<file path="src/rtl/display_timing_pkg.sv">
// display_timing_pkg
//   Timing constants shared by the display transmit and capture blocks,
//   the capture FSM state encoding, and the frame-buffer address width
//   derivation.
package display_timing_pkg;

    localparam int DEF_H_TOTAL  = 801;
    localparam int DEF_H_START  = 16;
    localparam int DEF_H_ACTIVE = 640;
    localparam int DEF_V_TOTAL  = 601;
    localparam int DEF_V_START  = 2;
    localparam int DEF_V_ACTIVE = 480;

    typedef enum logic [1:0] {
        IDLE    = 2'd0,
        SEEK    = 2'd1,
        CAPTURE = 2'd2
    } cap_state_e;

    // Width needed to address h_active*v_active words (at least 1 bit).
    function automatic int addr_width(input int h_active, input int v_active);
        int words;
        words = h_active * v_active;
        return (words > 1) ? $clog2(words) : 1;
    endfunction

    localparam int DEF_ADDR_W = addr_width(DEF_H_ACTIVE, DEF_V_ACTIVE);

endpackage

</file>
<file path="src/rtl/sync_edge_detect.sv">
// sync_edge_detect
//   Registers the sync pins and the pixel bus once, and flags the rising
//   edges of hsync/vsync. The pixel bus is delayed by the same single stage
//   so pix_d1 is the pixel belonging to the sample that raised hs_rise.
// Ports:
//   clk, rst_n        pixel clock, async active-low reset
//   hsync, vsync      sync pins (active high)
//   pix               {r,g,b} pins
//   pix_d1            pixel bus after one register stage
//   hs_rise, vs_rise  first high sample of hsync / vsync (aligned to pix_d1)
module sync_edge_detect (
    input  logic        clk,
    input  logic        rst_n,
    input  logic        hsync,
    input  logic        vsync,
    input  logic [23:0] pix,
    output logic [23:0] pix_d1,
    output logic        hs_rise,
    output logic        vs_rise
);

    logic hs_d1, hs_d2, vs_d1, vs_d2;

    always_ff @(posedge clk or negedge rst_n) begin
        if (!rst_n) begin
            hs_d1  <= 1'b0;
            hs_d2  <= 1'b0;
            vs_d1  <= 1'b0;
            vs_d2  <= 1'b0;
            pix_d1 <= '0;
        end else begin
            hs_d1  <= hsync;
            hs_d2  <= hs_d1;
            vs_d1  <= vsync;
            vs_d2  <= vs_d1;
            pix_d1 <= pix;
        end
    end

    assign hs_rise = hs_d1 & ~hs_d2;
    assign vs_rise = vs_d1 & ~vs_d2;

endmodule

</file>
<file path="src/rtl/display_capture.sv">
// display_capture
//   Receive side of the display timing interface. Locks to the incoming
//   frame timing, checks line and frame lengths, and writes the active
//   pixel window into a frame buffer as a linear address stream.
// Ports:
//   clk, rst_n             pixel clock, async active-low reset
//   enable                 capture request, acted on at frame boundaries
//   err_clr                clears line_err / frame_err / overflow
//   hsync, vsync, r, g, b  display pins from the transmitter
//   fb_wr_valid/ready      frame-buffer write handshake
//   fb_wr_addr, fb_wr_data line*H_ACTIVE+pixel, {r,g,b}
//   locked                 high while capturing
//   frame_done             one-cycle pulse after a clean frame is written
//   line_err, frame_err    sticky geometry errors
//   overflow               sticky: a pixel was dropped
// Handshake: a word transfers on a cycle where fb_wr_valid and fb_wr_ready
//   are both high. Video cannot stall, so valid is never held: a valid cycle
//   without ready drops that pixel and the address still advances.
module display_capture
    import display_timing_pkg::*;
#(
    parameter int H_TOTAL  = DEF_H_TOTAL,
    parameter int H_START  = DEF_H_START,
    parameter int H_ACTIVE = DEF_H_ACTIVE,
    parameter int V_TOTAL  = DEF_V_TOTAL,
    parameter int V_START  = DEF_V_START,
    parameter int V_ACTIVE = DEF_V_ACTIVE,
    parameter int ADDR_W   = addr_width(H_ACTIVE, V_ACTIVE)
) (
    input  logic              clk,
    input  logic              rst_n,
    input  logic              enable,
    input  logic              err_clr,
    input  logic              hsync,
    input  logic              vsync,
    input  logic [7:0]        r,
    input  logic [7:0]        g,
    input  logic [7:0]        b,
    output logic              fb_wr_valid,
    input  logic              fb_wr_ready,
    output logic [ADDR_W-1:0] fb_wr_addr,
    output logic [23:0]       fb_wr_data,
    output logic              locked,
    output logic              frame_done,
    output logic              line_err,
    output logic              frame_err,
    output logic              overflow
);

    localparam int HW = $clog2(H_TOTAL + 1);
    localparam int VW = $clog2(V_TOTAL + 1);

    logic [23:0]       pix_d1;
    logic              hs_rise, vs_rise;
    logic [HW-1:0]     h_cnt_q, h_cnt;
    logic [VW-1:0]     v_cnt_q, v_cnt;
    logic [ADDR_W-1:0] addr_q;
    cap_state_e        state_q, state_d;
    logic              frame_bad_q;
    logic              frame_start, line_err_evt, frame_err_evt, done_evt;
    logic              line_bad, frame_len_ok, ovf_evt, wr_en;

    sync_edge_detect u_sync (
        .clk     (clk),
        .rst_n   (rst_n),
        .hsync   (hsync),
        .vsync   (vsync),
        .pix     ({r, g, b}),
        .pix_d1  (pix_d1),
        .hs_rise (hs_rise),
        .vs_rise (vs_rise)
    );

    // h_cnt/v_cnt describe the current d1 sample; the _q copies hold the
    // previous sample, so at an edge they are the length of what just ended.
    always_comb begin
        h_cnt = h_cnt_q;
        if (hs_rise)
            h_cnt = '0;
        else if (h_cnt_q != HW'(H_TOTAL))
            h_cnt = h_cnt_q + HW'(1);
        v_cnt = v_cnt_q;
        if (vs_rise)
            v_cnt = '0;
        else if (hs_rise && (v_cnt_q != VW'(V_TOTAL)))
            v_cnt = v_cnt_q + VW'(1);
    end

    assign line_bad     = hs_rise && (h_cnt_q != HW'(H_TOTAL - 1));
    assign frame_len_ok = (v_cnt_q == VW'(V_TOTAL - 1));
    assign ovf_evt      = fb_wr_valid && !fb_wr_ready;

    assign wr_en = (state_q == CAPTURE) &&
                   (int'(h_cnt) >= H_START) && (int'(h_cnt) < H_START + H_ACTIVE) &&
                   (int'(v_cnt) >= V_START) && (int'(v_cnt) < V_START + V_ACTIVE);

    always_comb begin
        state_d       = state_q;
        frame_start   = 1'b0;
        line_err_evt  = 1'b0;
        frame_err_evt = 1'b0;
        done_evt      = 1'b0;
        case (state_q)
            IDLE: begin
                if (enable)
                    state_d = SEEK;
            end
            SEEK: begin
                if (vs_rise) begin
                    if (enable) begin
                        state_d     = CAPTURE;
                        frame_start = 1'b1;
                    end else begin
                        state_d = IDLE;
                    end
                end
            end
            CAPTURE: begin
                // A bad line abandons the frame; relock on the next vsync.
                if (line_bad) begin
                    line_err_evt = 1'b1;
                    state_d      = SEEK;
                end else if (vs_rise) begin
                    done_evt      = frame_len_ok && !frame_bad_q && !ovf_evt;
                    frame_err_evt = !frame_len_ok;
                    if (enable)
                        frame_start = 1'b1;
                    else
                        state_d = IDLE;
                end
            end
            default: state_d = IDLE;
        endcase
    end

    assign locked = (state_q == CAPTURE);

    always_ff @(posedge clk or negedge rst_n) begin
        if (!rst_n) begin
            state_q     <= IDLE;
            h_cnt_q     <= '0;
            v_cnt_q     <= '0;
            addr_q      <= '0;
            frame_bad_q <= 1'b0;
            fb_wr_valid <= 1'b0;
            fb_wr_addr  <= '0;
            fb_wr_data  <= '0;
            frame_done  <= 1'b0;
            line_err    <= 1'b0;
            frame_err   <= 1'b0;
            overflow    <= 1'b0;
        end else begin
            state_q <= state_d;
            h_cnt_q <= h_cnt;
            v_cnt_q <= v_cnt;

            if (frame_start)
                addr_q <= '0;
            else if (wr_en)
                addr_q <= addr_q + ADDR_W'(1);

            if (frame_start)
                frame_bad_q <= 1'b0;
            else if (ovf_evt)
                frame_bad_q <= 1'b1;

            fb_wr_valid <= wr_en;
            if (wr_en) begin
                fb_wr_addr <= addr_q;
                fb_wr_data <= pix_d1;
            end

            frame_done <= done_evt;
            // A new error event outranks a simultaneous clear.
            line_err   <= line_err_evt  | (line_err  & ~err_clr);
            frame_err  <= frame_err_evt | (frame_err & ~err_clr);
            overflow   <= ovf_evt       | (overflow  & ~err_clr);
        end
    end

endmodule

</file>
<file path="config.mk">
export PLATFORM = sky130hd
export DESIGN_NAME = display_capture
export DESIGN_NICKNAME = d
export VERILOG_FILES = /design/src/rtl/display_timing_pkg.sv /design/src/rtl/sync_edge_detect.sv /design/src/rtl/display_capture.sv
export SDC_FILE = /design/constraint.sdc
export NUM_CORES = 1
export LEC_CHECK = 0
export CAP_MARGIN = 10
export CORE_ASPECT_RATIO = 0.7
export CORE_MARGIN = 1
export CORE_UTILIZATION = 30
export DETAILED_ROUTE_END_ITERATION = 12
export GPL_TIMING_DRIVEN = 0
export PLACE_DENSITY = 0.53
export SYNTH_ARGS = -nofsm -noshare
export SYNTH_HDL_FRONTEND = slang
export SYNTH_SLANG_ARGS = --single-unit
</file>
<file path="constraint.sdc">
create_clock -name clk -period 8.2 [get_ports clk]
set_clock_uncertainty 0.05 [all_clocks]
set_input_delay 1.64 -clock clk [delete_from_list [all_inputs] [get_ports clk]]
set_output_delay 1.64 -clock clk [all_outputs]
set_load 0.1 [all_outputs]
</file>
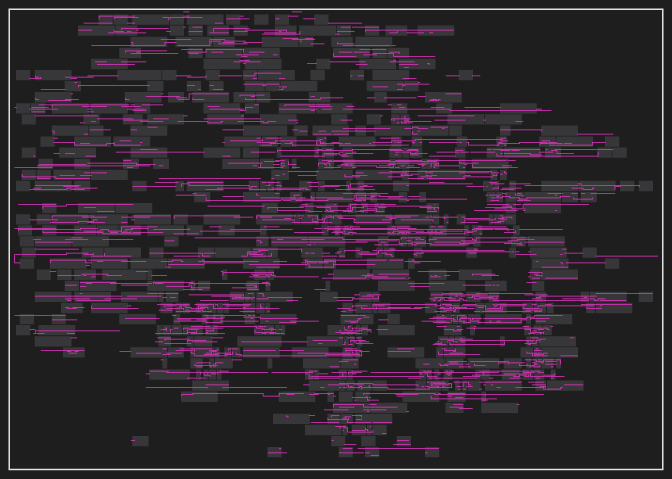
Run 1: M1 wires
Cells faint in the background.
main direction: horizontal
longest straight run: 36.3 µm
share of all routed wire: 50%
wire length on this layer: 5,980 µm
Via Count: 3,666
final WL: 11,900 µm
GR met1 Demand/Resource: 0.200

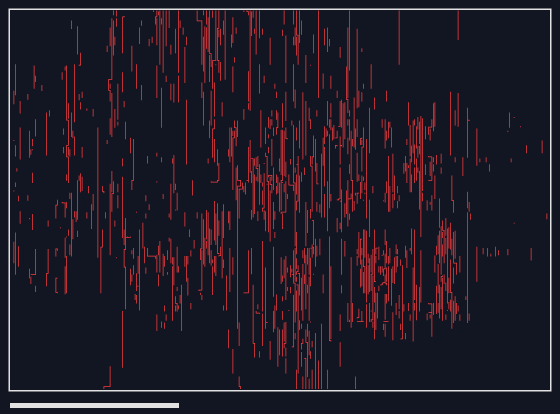
Run 1: met2 routing
Scale bar: 50 µm.
longest straight run: 42.2 µm
nets with wire on the layer: 485
share of all routed wire: 42%
wire length on this layer: 5,030 µm
met2 Use GR: 0.201

==> run summary, run 1 <==
Combinational power share: 0.180
Final period util: 0.495
Placer Congestion: 0.817
CTS Hold Bufs: 0
Num rows: 40
Post-detail-place hpwl: 8210 µm
Dominant logic cell type in the layout: dfrtp_1
Sequential fraction of the synthesis area: 0.564
Number of global-route vias before repair: 3,851
Setup crit start: state_q[0]
Ys async rst share: 1.00
Most frequent cells in the layout: dfrtp_1 (118), clkdlybuf4s50_1 (78), nand2_1 (20), a21oi_1 (20), mux2_4 (19)
Worst Hold Path EP: u_sync.vs_d2
# DRC: 0
Syn_nets: 459
# nets final: 558
Final hold violations: 0
Psw: 0.000576 W
Slowest-stage cell, CP: clkdlybuf4s50_1
H-Tree Depth: 4
Adder share: 0.0263
Internal power: 0.00131 W
Hold Path Stages: 0
WS Path Type: reg2out
Simple-Gate Fraction of Synth Area: 0.128
Core footprint: 17,100 µm²
MUX share of area: 0.112
Top logic family: simple AND/OR/NAND/NOR gates
Crit path launch type: flip-flop
Worst-case vdd ir drop: 0.113 mV
Critical path, cell by cell: inv_1, ha_1, clkdlybuf4s50_1
Crit path DAT: 2.37 ns
Compound Share, Synth: 0.122
Reg2reg start: v_cnt_q[4]
DIE AREA: 18,000 µm²
CP Buf/Inv Count: 2
Port bufs: 79
Wirelength per Cell: 15.6 µm
Actual slew at the worst max-slew pin: 1.03 ns
Crit path largest cell delay: 1.17 ns
CTS Buf Count: 17
Max-cap violations: 0
Syn Area/Cell: 12.6 µm²
Status: finished, final reports clean
First-pass GRT wire length: 20,000 µm
Max Fanout on Critical Path: 5
Share of power burned in registers: 0.391
# diodes: 0
R2r endpoint: fb_wr_data[13]
# setup viols final: 0
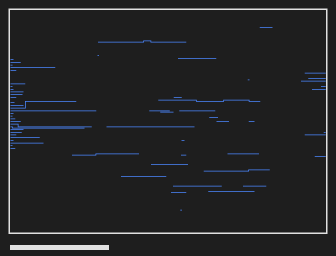
Run 1: the metal 3 layer
Scale bar: 50 µm.
nets with wire on the layer: 53
main direction: horizontal
wire length on this layer: 750 µm
share of all routed wire: 6.3%
M3 GR Usage: 0.0562

-- run 1: power by group through the flow --
stage | Combinational, W | Sequential (W) | Clock (W)
after floorplan | 0.000178 | 0.000793 | 0
after global placement | 0.000330 | 0.000746 | 0
after detailed placement | 0.000341 | 0.000747 | 0
after CTS | 0.000343 | 0.000737 | 0.000830
after global routing | 0.000377 | 0.000753 | 0.000858
final | 0.000340 | 0.000739 | 0.000811
-- run 1: Yosys cell counts, drive strengths merged (2+ instances only) --
cell     instances  share of area
nand3           16          0.015
and4             4         0.0067
a22o             2         0.0033
a21oi           21          0.021
and4bb           2         0.0048
o311ai           4         0.0067
nor4             2         0.0036
nor4bb           2         0.0038
nor3b            2         0.0029
a31o             3         0.0050
xor2             5         0.0084
a31oi            3         0.0036
o31ai           18          0.028
mux2i            3         0.0081
o41ai            2         0.0033
o21ai           15          0.014
or4             10          0.014
nand2           21          0.016
mux2            42           0.10
clkbuf           5         0.0036
xnor2            5         0.0084
nand4            6         0.0084
nor4b            2         0.0033
nor3             3         0.0029
nand2b           3         0.0036
nand3b           2         0.0053
and3             9          0.011
dfrtp          118           0.56
and2             2         0.0024
a2111oi          2         0.0057
buf              9          0.013
or3              3         0.0036
o31a             2         0.0033
a211oi           4         0.0067
ha              11          0.026
nor2b            3         0.0036
o21a             2         0.0029
inv             19          0.014
nor2            18          0.013
nand4b           2         0.0033
-- run 1: flip-flops by register name (all words and copies together), names as in the netlist, 2 cells and up --
signal and count:
state_q 2, fb_wr_data 24, h_cnt_q 10, addr_q 19
v_cnt_q 10, u_sync.pix_d1 24, fb_wr_addr 19
-- run 1: per-layer routing --
layer / share of wire / GRT usage / vias up / wire, µm
li1: - / - / 1751 / -
met1: 0.50 / 0.200 / 1820 / 5980
met2: 0.42 / 0.201 / 85 / 5030
met3: 0.063 / 0.0562 / 10 / 750
met4: 0.0091 / 0.0495 / 0 / 108
met5: 0 / 0 / - / 0
-- run 1: per-stage QoR --
stage	util	setup WS (ns)	cells	total power [W]	instance area (µm²)
global route	0.408	4.04	760	0.00199	6990
CTS	0.408	4.12	760	0.00191	6990
detailed placement	0.371	4.58	728	0.00109	6340
floorplan	-	5.21	417	0.000971	5240
finish	0.408	4.14	760	0.00189	6990
global placement	0.369	0.756	727	0.00108	6310
-- run 1: how the worst max path moves through the flow --
stage,end,slack (ns),cells past startpoint
after global placement,fb_wr_data[6],0.76,1
final,locked,4.14,3
after CTS,locked,4.12,3
after detailed placement,locked,4.58,3
after floorplan,locked,5.21,2
after global routing,locked,4.04,3
-- run 1: area by class of cell --
| type | count | area share |
|---|---|---|
| Clock buffer | 19 | 0.0648 |
| Buffer | 14 | 0.0125 |
| Clock inverter | 13 | 0.0279 |
| Sequential cell | 118 | 0.422 |
| Timing Repair Buffer | 80 | 0.117 |
| Inverter | 19 | 0.0106 |
| Tap cell | 231 | 0.0413 |
| Multi-Input combinational cell | 266 | 0.303 |
-- run 1: worst reg2reg max path, stage by stage (launching register included) --
cell and delay (ns):
dfrtp_1 0.47, and4bb_1 0.28, a31oi_1 0.31, mux2_4 0.35, o31ai_4 0.35, mux2i_4 0.47, nand2_4 0.15, inv_4 0.16
buf_6 0.20, mux2_4 0.32
==> inputs of run 2 (changes only) <==
--- a/config.mk
+++ b/config.mk
@@ -11,7 +11,7 @@
 export CORE_UTILIZATION = 30
 export DETAILED_ROUTE_END_ITERATION = 12
 export GPL_TIMING_DRIVEN = 0
-export PLACE_DENSITY = 0.53
+export PLACE_DENSITY = 0.55
 export SYNTH_ARGS = -nofsm -noshare
 export SYNTH_HDL_FRONTEND = slang
 export SYNTH_SLANG_ARGS = --single-unit
==> constraint.sdc (replaced) <==
create_clock -name clk -period 3.7 [get_ports clk]
set_clock_uncertainty 0.05 [all_clocks]
set_input_delay 0.74 -clock clk [delete_from_list [all_inputs] [get_ports clk]]
set_output_delay 0.74 -clock clk [all_outputs]
set_load 0.1 [all_outputs]
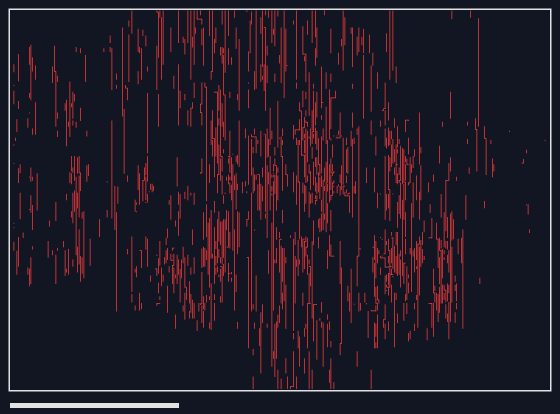
Run 2: met2 routing
Scale bar: 50 µm.
longest straight run: 42.5 µm
main direction: vertical
nets with wire on the layer: 500
wire length on this layer: 5,280 µm
met2 Use GR: 0.206
final WL: 11,900 µm
Via Count: 3,766

==> run summary, run 2 <==
# setup viols final: 0 (unchanged)
M3 GR Usage: 0.0388 (-0.0174)
Setup WS post-layout: 0.457 ns (-3.69 ns)
F_max: 308 MHz
Crit path launch type: flip-flop
Worst-case vdd ir drop: 0.334 mV (+200%)
Final hold violations: 0 (unchanged)
Crit path largest cell delay: 0.48 ns (-0.69 ns)
Worst r2r path cells: 9
Final Power: 0.00409 W (+120%)
Most frequent cell after synthesis: dfrtp_1
Post-place setup slack: 0.439 ns (-4.14 ns)
DIE AREA: 18,000 µm² (unchanged)
Core footprint: 17,100 µm² (unchanged)
Syn Area/Cell: 12.6 µm² (unchanged)
H-Tree Depth: 4 (unchanged)
TNS Setup: 0 ns
Area contributors post-synth: dfrtp_1 (56%), mux2_4 (5.4%), mux2_1 (3.9%)
# diodes: 0 (unchanged)
Final period util: 0.876
Wirelength per Cell: 15.6 µm (-0.12%)
Max Fanout on Critical Path: 10 (+5)
First-pass GRT wire length: 20,100 µm (+0.24%)
Crit path DAT: 3.48 ns (+1.11 ns)
R2r endpoint: fb_wr_data[12]
Layout Utilization: 0.407 (-0.00197)
CTS Hold Bufs: 0 (unchanged)
Post-CTS Resized: 0
Number of global-route vias before repair: 3,808 (-1.1%)
Dominant logic cell type in the layout: dfrtp_1
Die width: 160 µm
Clk buf depth: 2
Largest net degree at the start of global routing: 101
Placer Congestion: 0.825 (+0.97%)
Post-detail-place hpwl: 8180 µm (-0.42%)
Top cells by count: dfrtp_1 (118), a21oi_1 (20), nand2_1 (20)
Antenna Nets Post-Route: 0
Initial DRC Count: 242
Reg2reg start: v_cnt_q[4]
Syn_nets: 459 (unchanged)
Sequential fraction of the synthesis area: 0.564 (unchanged)
Clk pin slew, worst setup/hold paths: 0.06 ns
# DRC: 0 (unchanged)
CP Buf/Inv Count: 2 (unchanged)
Largest regs: fb_wr_data: 24 flops, u_sync.pix_d1: 24 flops
Slowest-stage cell, CP: mux2i_4
Port bufs: 79 (unchanged)
Max-area cell share: 0.564 (unchanged)
Actual slew at the worst max-slew pin: 1.05 ns (+0.0126 ns)
# nets final: 558 (unchanged)
WS Path Type: reg2reg
Max-cap violations: 0 (unchanged)
CP top delay family: multiplexers
Most frequent cells in the layout: dfrtp_1 (118), clkdlybuf4s50_1 (78), nand2_1 (20), a21oi_1 (20), mux2_4 (19)
Num rows: 40 (unchanged)
Root buffer cell: clkbuf_16
Critical path, cell by cell: and4bb_1, a31oi_1, mux2_4, o31ai_4, mux2i_4, nand2_4, inv_4, buf_6, mux2_4
Gr busiest metal: met2
CTS Buf Count: 17 (unchanged)
Status: finished, final reports clean
Ys async rst share: 1.00 (unchanged)
Cell taking the most area after synthesis: dfrtp_1
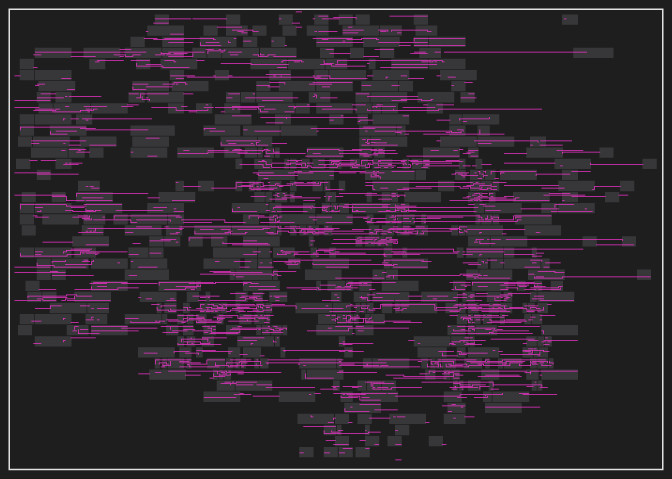
Run 2: M1 wires
Cells faint in the background.
share of all routed wire: 48%
main direction: horizontal
nets with wire on the layer: 502
longest straight run: 35.0 µm
GR met1 Demand/Resource: 0.202

==> run 2: cell counts after synthesis <==
No cell type changed its count.
==> run 2: cell type report <==
cell class                      count  area, µm²  area share
Sequential cell                   118       2950       0.424
Multi-Input combinational cell    266       2120       0.305
Timing Repair Buffer               80        820       0.118
Clock buffer                       18        439      0.0631
Tap cell                          231        289      0.0415
Clock inverter                     14        175      0.0252
Buffer                             14       87.6      0.0126
Inverter                           19       73.8      0.0106
==> run 2: cell families after synthesis <==
| group | synth area share |
|---|---|
| buf+inv | 0.0308 |
| mux | 0.112 |
| simple gates | 0.128 |
| fa+ha+maj | 0.0263 |
| flops | 0.564 |
| compound gates | 0.122 |
| xor+xnor | 0.0167 |
==> run 2: stage by stage <==
stage / std cells / hold slack, ns / instance area (µm²)
finish: 760 / 0.114 / 6960
global route: 760 / 0.123 / 6960
CTS: 760 / 0.115 / 6960
detailed placement: 728 / 0.340 / 6340
global placement: 727 / 0.334 / 6310
floorplan: 417 / 0.318 / 5240
==> run 2: layer usage <==
layer | vias to the layer above | part of all wire
li1 | 1757 | -
met1 | 1883 | 0.48
met2 | 116 | 0.44
met3 | 10 | 0.067
met4 | 0 | 0.013
met5 | - | 0
==> run 2: worst max path at each step <==
stage	cells past startpoint	end	from	slack, ns
2_1_floorplan	9	fb_wr_data[10]	v_cnt_q[4]	0.82
3_3_place_gp	1	u_sync.pix_d1[21]	rst_n	-2.87
3_5_place_dp	9	fb_wr_data[15]	v_cnt_q[4]	0.44
4_1_cts	9	fb_wr_data[12]	v_cnt_q[4]	0.42
5_1_grt	9	fb_wr_data[7]	v_cnt_q[4]	0.26
6_report	9	fb_wr_data[12]	v_cnt_q[4]	0.46
==> run 2: worst register-to-register path, delay by kind of cell, from the launching register on <==
kind                   cells  cell delay [ns]
buffers and inverters      2             0.36
AND-OR/OR-AND              2             0.67
flip-flops                 1             0.46
multiplexers               3             1.16
AND/OR/NAND/NOR            2             0.43
==> run 2: power by group <==
group	total (W)	switching, W	internal [W]
logic	0.000753	0.000471	0.000282
clock network	0.00170	0.000612	0.00108
registers	0.00164	0.000185	0.00146
total	0.00409	0.00127	0.00282
==> inputs of run 3 (changes only) <==
--- a/config.mk
+++ b/config.mk
@@ -5,9 +5,8 @@
 export SDC_FILE = /design/constraint.sdc
 export NUM_CORES = 1
 export LEC_CHECK = 0
-export CAP_MARGIN = 10
 export CORE_ASPECT_RATIO = 0.7
-export CORE_MARGIN = 1
+export CORE_MARGIN = 2
 export CORE_UTILIZATION = 30
 export DETAILED_ROUTE_END_ITERATION = 12
 export GPL_TIMING_DRIVEN = 0
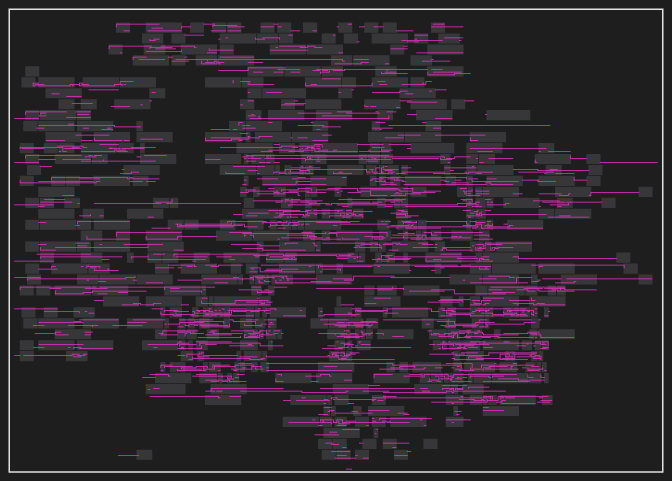
Run 3: M1 wires
Cells faint in the background.
longest straight run: 48.8 µm
nets with wire on the layer: 500
share of all routed wire: 50%
main direction: horizontal

==> run summary, run 3 <==
Slowest-stage cell, CP: mux2i_4
Ys async rst share: 1.00 (unchanged)
FF-to-FF setup slack: 0.48 ns
Die width: 162 µm (+1.3%)
Crit path launch type: flip-flop
TNS Setup: 0 ns (unchanged)
Yosys cell count: 417
# Post-CTS Setup Buffers: 0
Wirelength per Cell: 15.3 µm (-1.7%)
Sw frac: 0.296 (-0.0141)
CTS Hold Bufs: 0 (unchanged)
Post-synthesis chip area from yosys: 5240 µm²
Max Fanout on Critical Path: 10 (unchanged)
Core footprint: 17,100 µm² (unchanged)
Slew headroom: 0.301
Psw: 0.00124 W (-2.1%)
Port bufs: 79 (unchanged)
H-Tree Depth: 4 (unchanged)
Share of power burned in registers: 0.391 (-0.011)
Vias per cell: 4.82
Max-cap violations: 0 (unchanged)
Final hold violations: 0 (unchanged)
F_max: 311 MHz (+0.81%)
Critical path, cell by cell: and4bb_1, a31oi_1, mux2_4, o31ai_4, mux2i_4, nand2_4, inv_4, buf_6, mux2_4
Placer Congestion: 0.824 (about the same)
Most frequent cells in the layout: dfrtp_1 (118), clkdlybuf4s50_1 (78), nand2_1 (20), a21oi_1 (20), mux2_4 (19)
Dominant logic cell type in the layout: dfrtp_1
Largest regs: fb_wr_data: 24 flops, u_sync.pix_d1: 24 flops
R2r endpoint: fb_wr_data[13]
Post-CTS Resized: 0 (unchanged)
Initial antenna violation count: 0
Top cells by count: dfrtp_1 (118), a21oi_1 (20), nand2_1 (20)
Most frequent cell after synthesis: dfrtp_1
Antenna Nets Post-Route: 0 (unchanged)
Sequential fraction of the synthesis area: 0.564 (unchanged)
First-pass GRT wire length: 19,100 µm (-5.1%)
Synthesized cell area: 5240 µm²
CTS Buf Count: 17 (unchanged)
# diodes: 0 (unchanged)
Max-area cell share: 0.564 (unchanged)
Final period util: 0.869 (-0.00708)
Crit path largest cell delay: 0.47 ns (about the same)
Syn_nets: 459 (unchanged)
Status: finished, final reports clean
Setup WS post-layout: 0.484 ns (+0.0262 ns)
Combinational power share: 0.178 (-0.006)
Die Height: 115 µm
Fill count: 1,641
GRT Overall Usage: 0.133
Crit path DAT: 3.46 ns (-0.02 ns)
Post-place setup slack: 0.463 ns (+0.0240 ns)
Layout Utilization: 0.408 (+0.00190)
WS Path Type: reg2reg
# DRC: 0 (unchanged)
# setup viols final: 0 (unchanged)
Actual slew at the worst max-slew pin: 1.05 ns (+0.000297 ns)
Largest net degree at the start of global routing: 84 (-17%)
P per Cell Area: 600 nW/µm²
Cell taking the most area after synthesis: dfrtp_1
Layout area overhead: 33.5%
Worst-case vdd ir drop: 0.348 mV (+4.2%)
Area contributors post-synth: dfrtp_1 (56%), mux2_4 (5.4%), mux2_1 (3.9%)
Post-detail-place hpwl: 8020 µm (-1.9%)
Worst r2r path cells: 9 (unchanged)
Non-Filler Instances: 760 (unchanged)
Internal power: 0.00295 W (+4.6%)
Synth unique cells: 66
Initial DRC Count: 176 (-27%)
Num rows: 40 (unchanged)
Inst Count DP: 728 (unchanged)
DIE AREA: 18,500 µm² (+3.1%)
Ys Warns: 0
Number of global-route vias before repair: 3,687 (-3.2%)
Clk pin slew, worst setup/hold paths: 0.06 ns (about the same)
Number of enable flip-flop cells: 0
Final WL: 11,700 µm (-1.7%)
# nets final: 558 (unchanged)
Clk buf depth: 2 (unchanged)
Root buffer cell: clkbuf_16
Minimum clock period after layout: 3.22 ns
Clock Power Share: 0.430 (+0.016)
Syn Area/Cell: 12.6 µm² (unchanged)
Min-Delay Path Class: in2async
Via Count: 3,665 (-2.7%)
Reg2reg start: v_cnt_q[4]
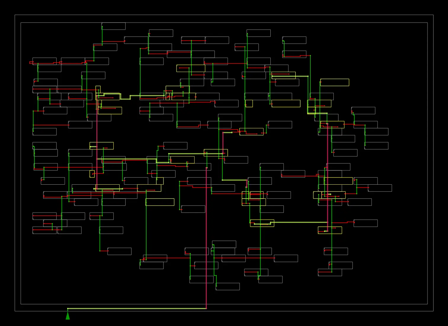
Run 3: the clock network
clkbuf count: 20
Clock Latency Late Sink: 0.41 ns
Num Clock Sinks: 118
Power Clock: 0.00180 W

## run 3: critical path: cells and delay by family (launching register included)
kind	cells	cell delay, ns
DFF	1	0.46
buffers and inverters	2	0.36
muxes	3	1.13
and+or+nand+nor	2	0.42
AOI/OAI and AO/OA	2	0.66
## run 3: worst max path at each step
stage / slack (ns) / end / cells after the start / from
after floorplan: 0.82 / fb_wr_data[10] / 9 / v_cnt_q[4]
after global placement: -2.82 / fb_wr_data[13] / 1 / rst_n
after detailed placement: 0.46 / fb_wr_data[6] / 9 / v_cnt_q[4]
after CTS: 0.44 / fb_wr_data[6] / 9 / v_cnt_q[4]
after global routing: 0.24 / fb_wr_addr[7] / 9 / v_cnt_q[0]
final: 0.48 / fb_wr_data[13] / 9 / v_cnt_q[4]
## run 3: cell type report
cell class                      instances  area (µm²)  share of cell area
Buffer                                 14        87.6              0.0125
Clock buffer                           20         447              0.0639
Clock inverter                         12         200              0.0286
Inverter                               19        73.8              0.0106
Multi-Input combinational cell        266        2120               0.303
Sequential cell                       118        2950               0.422
Tap cell                              231         289              0.0413
Timing Repair Buffer                   80         820               0.117
## run 3: routing by layer
metal  global-route usage  share of wire
met5                    0              0
met4               0.0507          0.012
met3               0.0449          0.060
met2                0.188           0.43
met1                0.187           0.50
## run 3: power groups by stage
| stage | Clock (W) | Sequential, W | Combinational (W) |
|---|---|---|---|
| after floorplan | 0 | 0.00176 | 0.000395 |
| after global placement | 0 | 0.00165 | 0.000732 |
| after detailed placement | 0 | 0.00166 | 0.000752 |
| after CTS | 0.00184 | 0.00164 | 0.000756 |
| after global routing | 0.00191 | 0.00167 | 0.000822 |
| final | 0.00180 | 0.00164 | 0.000749 |
## run 3: stage by stage
step                      area, µm²  hold slack (ns)  total power (W)
after CTS                      6990            0.177          0.00424
after global placement         6310            0.335          0.00238
after detailed placement       6340            0.329          0.00241
final                          6990            0.173          0.00420
after floorplan                5240            0.318          0.00215
after global routing           6990            0.185          0.00440
## run 3: kinds of logic (layout without fill, tap and decap cells)
logic type / Yosys count / count (layout) / synth area share
AOI/OAI and AO/OA: 88 / 88 / 0.122
xor gates and xnor gates: 10 / 10 / 0.0167
adders and majority gates: 11 / 11 / 0.0263
buffers and inverters: 33 / 145 / 0.0308
DFF: 118 / 118 / 0.564
muxes: 45 / 45 / 0.112
and+or+nand+nor: 112 / 112 / 0.128
Power figures rest on the tool's default switching activity, not on a simulated workload.
